File: src/rtl/half_duplex_xcvr_ctrl_pkg.sv
// Shared types and helpers for the half-duplex transceiver direction controller.
// State encoding plus the output decode used by every channel FSM.
package half_duplex_xcvr_ctrl_pkg;

   typedef enum logic [2:0] {
      XCVR_RX_OFF  = 3'd0,
      XCVR_RX_ON   = 3'd1,
      XCVR_TX_TURN = 3'd2,
      XCVR_TX      = 3'd3,
      XCVR_TX_END  = 3'd4,
      XCVR_GUARD   = 3'd5
   } xcvr_state_e;

   // Counter must hold the longest load (S+E) with headroom; it never wraps.
   function automatic int unsigned xcvr_cnt_width(input int unsigned switch_cycles,
                                                  input int unsigned end_cycles);
      return $clog2(switch_cycles + end_cycles + 2);
   endfunction

   function automatic logic xcvr_drives_line(input xcvr_state_e st);
      logic r;
      case (st)
         XCVR_TX_TURN, XCVR_TX, XCVR_TX_END: r = 1'b1;
         default:                            r = 1'b0;
      endcase
      return r;
   endfunction

   function automatic logic xcvr_listening(input xcvr_state_e st);
      logic r;
      case (st)
         XCVR_RX_ON: r = 1'b1;
         default:    r = 1'b0;
      endcase
      return r;
   endfunction

   function automatic logic xcvr_busy(input xcvr_state_e st);
      logic r;
      case (st)
         XCVR_RX_OFF, XCVR_RX_ON: r = 1'b0;
         default:                 r = 1'b1;
      endcase
      return r;
   endfunction

endpackage

File: src/rtl/half_duplex_xcvr_chan.sv
// One transceiver channel: turnaround FSM, down-counter and TX data delay line,
// or a registered pass-through when the channel is strapped full-duplex.
module half_duplex_xcvr_chan
   import half_duplex_xcvr_ctrl_pkg::*;
#(
   parameter int unsigned SwitchCycles = 5,
   parameter int unsigned EndCycles    = 5,
   parameter bit          FullDuplex   = 1'b0
) (
   input  logic clk_i,
   input  logic rst_ni,
   input  logic tx_i,
   input  logic tx_enable_i,
   input  logic rx_enable_i,
   input  logic ro_i,
   output logic rx_o,
   output logic di_o,
   output logic de_o,
   output logic ren_o,
   output logic busy_o
);

   if (FullDuplex) begin : g_full
      logic de_q, de_d;
      logic ren_q, ren_d;
      logic di_q, di_d;

      always_comb begin
         de_d  = tx_enable_i;
         ren_d = ~rx_enable_i;
         di_d  = tx_i;
      end

      always_ff @(posedge clk_i or negedge rst_ni) begin
         if (!rst_ni) begin
            de_q  <= 1'b0;
            ren_q <= 1'b1;
            di_q  <= 1'b1;
         end else begin
            de_q  <= de_d;
            ren_q <= ren_d;
            di_q  <= di_d;
         end
      end

      assign de_o   = de_q;
      assign ren_o  = ren_q;
      assign di_o   = di_q;
      assign rx_o   = rx_enable_i ? ro_i : 1'b1;
      assign busy_o = 1'b0;
   end else begin : g_half
      localparam int unsigned DlyLen = SwitchCycles + 1;
      localparam int unsigned CntW   = xcvr_cnt_width(SwitchCycles, EndCycles);
      localparam logic [CntW-1:0] TurnLoad = CntW'(SwitchCycles - 1);
      localparam logic [CntW-1:0] EndLoad  = CntW'(SwitchCycles + EndCycles);
      localparam logic [CntW-1:0] CntOne   = CntW'(1);
      localparam logic [CntW-1:0] CntZero  = CntW'(0);

      xcvr_state_e       state_q, state_d;
      logic [CntW-1:0]   cnt_q, cnt_d;
      logic [DlyLen-1:0] dly_q, dly_d;
      logic              de_q, de_d;
      logic              ren_q, ren_d;
      logic              busy_q, busy_d;
      logic              listen_q, listen_d;
      logic              cnt_zero;

      assign cnt_zero = (cnt_q == CntZero);

      // Each timed state loads the counter on entry and leaves when it reaches zero.
      always_comb begin
         state_d = state_q;
         cnt_d   = cnt_q;
         case (state_q)
            XCVR_RX_OFF, XCVR_RX_ON: begin
               if (tx_enable_i) begin
                  state_d = XCVR_TX_TURN;
                  cnt_d   = TurnLoad;
               end else if (rx_enable_i) begin
                  state_d = XCVR_RX_ON;
               end else begin
                  state_d = XCVR_RX_OFF;
               end
            end
            XCVR_TX_TURN: begin
               if (cnt_zero) begin
                  state_d = XCVR_TX;
               end else begin
                  cnt_d = cnt_q - CntOne;
               end
            end
            XCVR_TX: begin
               if (!tx_enable_i) begin
                  state_d = XCVR_TX_END;
                  cnt_d   = EndLoad;
               end else begin
                  state_d = XCVR_TX;
               end
            end
            XCVR_TX_END: begin
               // Re-request while draining: the driver is still on, resume directly.
               if (tx_enable_i) begin
                  state_d = XCVR_TX;
                  cnt_d   = CntZero;
               end else if (cnt_zero) begin
                  state_d = XCVR_GUARD;
                  cnt_d   = TurnLoad;
               end else begin
                  cnt_d = cnt_q - CntOne;
               end
            end
            XCVR_GUARD: begin
               if (!cnt_zero) begin
                  cnt_d = cnt_q - CntOne;
               end else if (tx_enable_i) begin
                  state_d = XCVR_TX_TURN;
                  cnt_d   = TurnLoad;
               end else if (rx_enable_i) begin
                  state_d = XCVR_RX_ON;
               end else begin
                  state_d = XCVR_RX_OFF;
               end
            end
            default: begin
               state_d = XCVR_RX_OFF;
               cnt_d   = CntZero;
            end
         endcase
      end

      always_comb begin
         dly_d    = {dly_q[DlyLen-2:0], tx_i};
         de_d     = xcvr_drives_line(state_d);
         ren_d    = ~xcvr_listening(state_d);
         busy_d   = xcvr_busy(state_d);
         listen_d = xcvr_listening(state_d);
      end

      always_ff @(posedge clk_i or negedge rst_ni) begin
         if (!rst_ni) begin
            state_q  <= XCVR_RX_OFF;
            cnt_q    <= CntZero;
            dly_q    <= {DlyLen{1'b1}};
            de_q     <= 1'b0;
            ren_q    <= 1'b1;
            busy_q   <= 1'b0;
            listen_q <= 1'b0;
         end else begin
            state_q  <= state_d;
            cnt_q    <= cnt_d;
            dly_q    <= dly_d;
            de_q     <= de_d;
            ren_q    <= ren_d;
            busy_q   <= busy_d;
            listen_q <= listen_d;
         end
      end

      assign de_o   = de_q;
      assign ren_o  = ren_q;
      assign busy_o = busy_q;
      assign di_o   = dly_q[DlyLen-1];
      assign rx_o   = listen_q ? ro_i : 1'b1;
   end

endmodule

File: src/rtl/half_duplex_xcvr_ctrl.sv
// Multi-channel RS-485 direction controller: one independent channel per
// UART, each either half-duplex with turnaround control or full-duplex bypass.
module half_duplex_xcvr_ctrl
   import half_duplex_xcvr_ctrl_pkg::*;
#(
   parameter int unsigned      NumCh        = 2,
   parameter int unsigned      SwitchCycles = 5,
   parameter int unsigned      EndCycles    = 5,
   parameter logic [NumCh-1:0] FullDuplex   = '0
) (
   input  logic             clk_i,
   input  logic             rst_ni,
   input  logic [NumCh-1:0] tx_i,
   input  logic [NumCh-1:0] tx_enable_i,
   input  logic [NumCh-1:0] rx_enable_i,
   output logic [NumCh-1:0] rx_o,
   output logic [NumCh-1:0] di_o,
   output logic [NumCh-1:0] de_o,
   output logic [NumCh-1:0] ren_o,
   input  logic [NumCh-1:0] ro_i,
   output logic [NumCh-1:0] busy_o
);

   for (genvar ch = 0; ch < NumCh; ch++) begin : g_ch
      half_duplex_xcvr_chan #(
         .SwitchCycles (SwitchCycles),
         .EndCycles    (EndCycles),
         .FullDuplex   (FullDuplex[ch])
      ) u_chan (
         .clk_i       (clk_i),
         .rst_ni      (rst_ni),
         .tx_i        (tx_i[ch]),
         .tx_enable_i (tx_enable_i[ch]),
         .rx_enable_i (rx_enable_i[ch]),
         .ro_i        (ro_i[ch]),
         .rx_o        (rx_o[ch]),
         .di_o        (di_o[ch]),
         .de_o        (de_o[ch]),
         .ren_o       (ren_o[ch]),
         .busy_o      (busy_o[ch])
      );
   end

endmodule

File: config.mk
export PLATFORM = sky130hd
export DESIGN_NAME = half_duplex_xcvr_ctrl
export DESIGN_NICKNAME = d
export VERILOG_FILES = /design/src/rtl/half_duplex_xcvr_ctrl_pkg.sv /design/src/rtl/half_duplex_xcvr_chan.sv /design/src/rtl/half_duplex_xcvr_ctrl.sv
export SDC_FILE = /design/constraint.sdc
export NUM_CORES = 1
export LEC_CHECK = 0
export ABC_AREA = 1
export CORE_MARGIN = 5
export CORE_UTILIZATION = 50
export DETAILED_ROUTE_END_ITERATION = 7
export GPL_ROUTABILITY_DRIVEN = 0
export PLACE_DENSITY = 0.75
export SLEW_MARGIN = 20
export SYNTH_ARGS = -nofsm -noshare
export SYNTH_HDL_FRONTEND = slang
export SYNTH_SLANG_ARGS = --single-unit
File: constraint.sdc
create_clock -name clk_i -period 1.6 [get_ports clk_i]
set_clock_uncertainty 0.1 [all_clocks]
set_input_delay 0.24 -clock clk_i [delete_from_list [all_inputs] [get_ports clk_i]]
set_output_delay 0.24 -clock clk_i [all_outputs]
set_load 0.01 [all_outputs]
==> impl_metrics.ini <==
; generated from flow reports
[yosys]
edf_count = 0
yosys.area_share.adder = 0.0205
logic_family = simple AND/OR/NAND/NOR gates

[sta]
rsz0062_at_grt = yes

[cells_and_area]
buf_share = 0.141
clock_area_frac = 0.0398
dominant_cells = flip-flops and latches
reg.largest.list = g_ch.u_chan.g_half.dly_q: 12 flops, g_ch.u_chan.g_half.cnt_q: 8 flops, g_ch.u_chan.g_half.state_q: 6 flops
n_all_buffers = 36
fin_area_mm2 = 0.00229

[global_routing]
grt_pass1_wl_mm = 5.98
track_usage = 0.152
first_global_vias = 1394
grt_max_degree = 35

[power_and_ir_drop]
p_comb_frac = 0.526
p_clk_mw = 0.638
p_int_mw = 2.40

[worst_setup_path]
crit_slowest_cell = dfrtp_2
crit_path_start = g_ch[0].u_chan.g_half.state_q[2]
crit_type = flip-flop to flip-flop
worstPathArrival_ps = 1680

[placed_design]
placed_area_mm2 = 0.00211

[cts]
clk_path_buf_depth = 2
post-cts-setup-buffers = 1

[outcome]
outcome = finished clean
Figure 1. Cell classes on the final placement.
The bar under the picture is 20 um long.
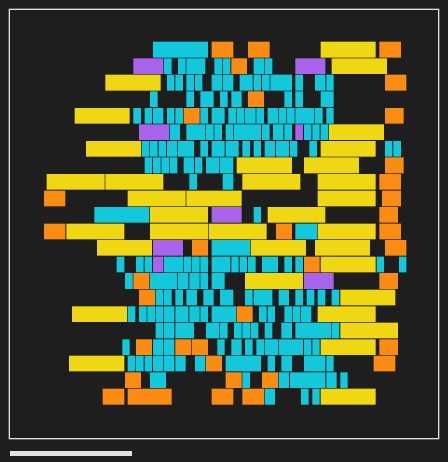
Yellow shows flip-flops, cells 34. Orange shows other buffers and delay cells, cells 36. Purple shows clock drivers and dummy loads, cells 8. Cyan shows all other logic, cells 181.
flop share of the area: 0.379
core area: 0.00361 mm2

Figure 2. Gate-type map.
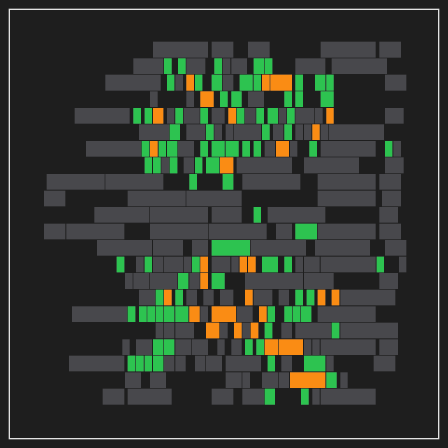
Orange shows NOR gates, cells 28, most used nor2_1. Green shows NAND gates, cells 87, most used nand2_1.
logic gate fraction of the total cell area: 0.362
Commonest Layout Cell: nand2_1
post-route insts no fill: 307

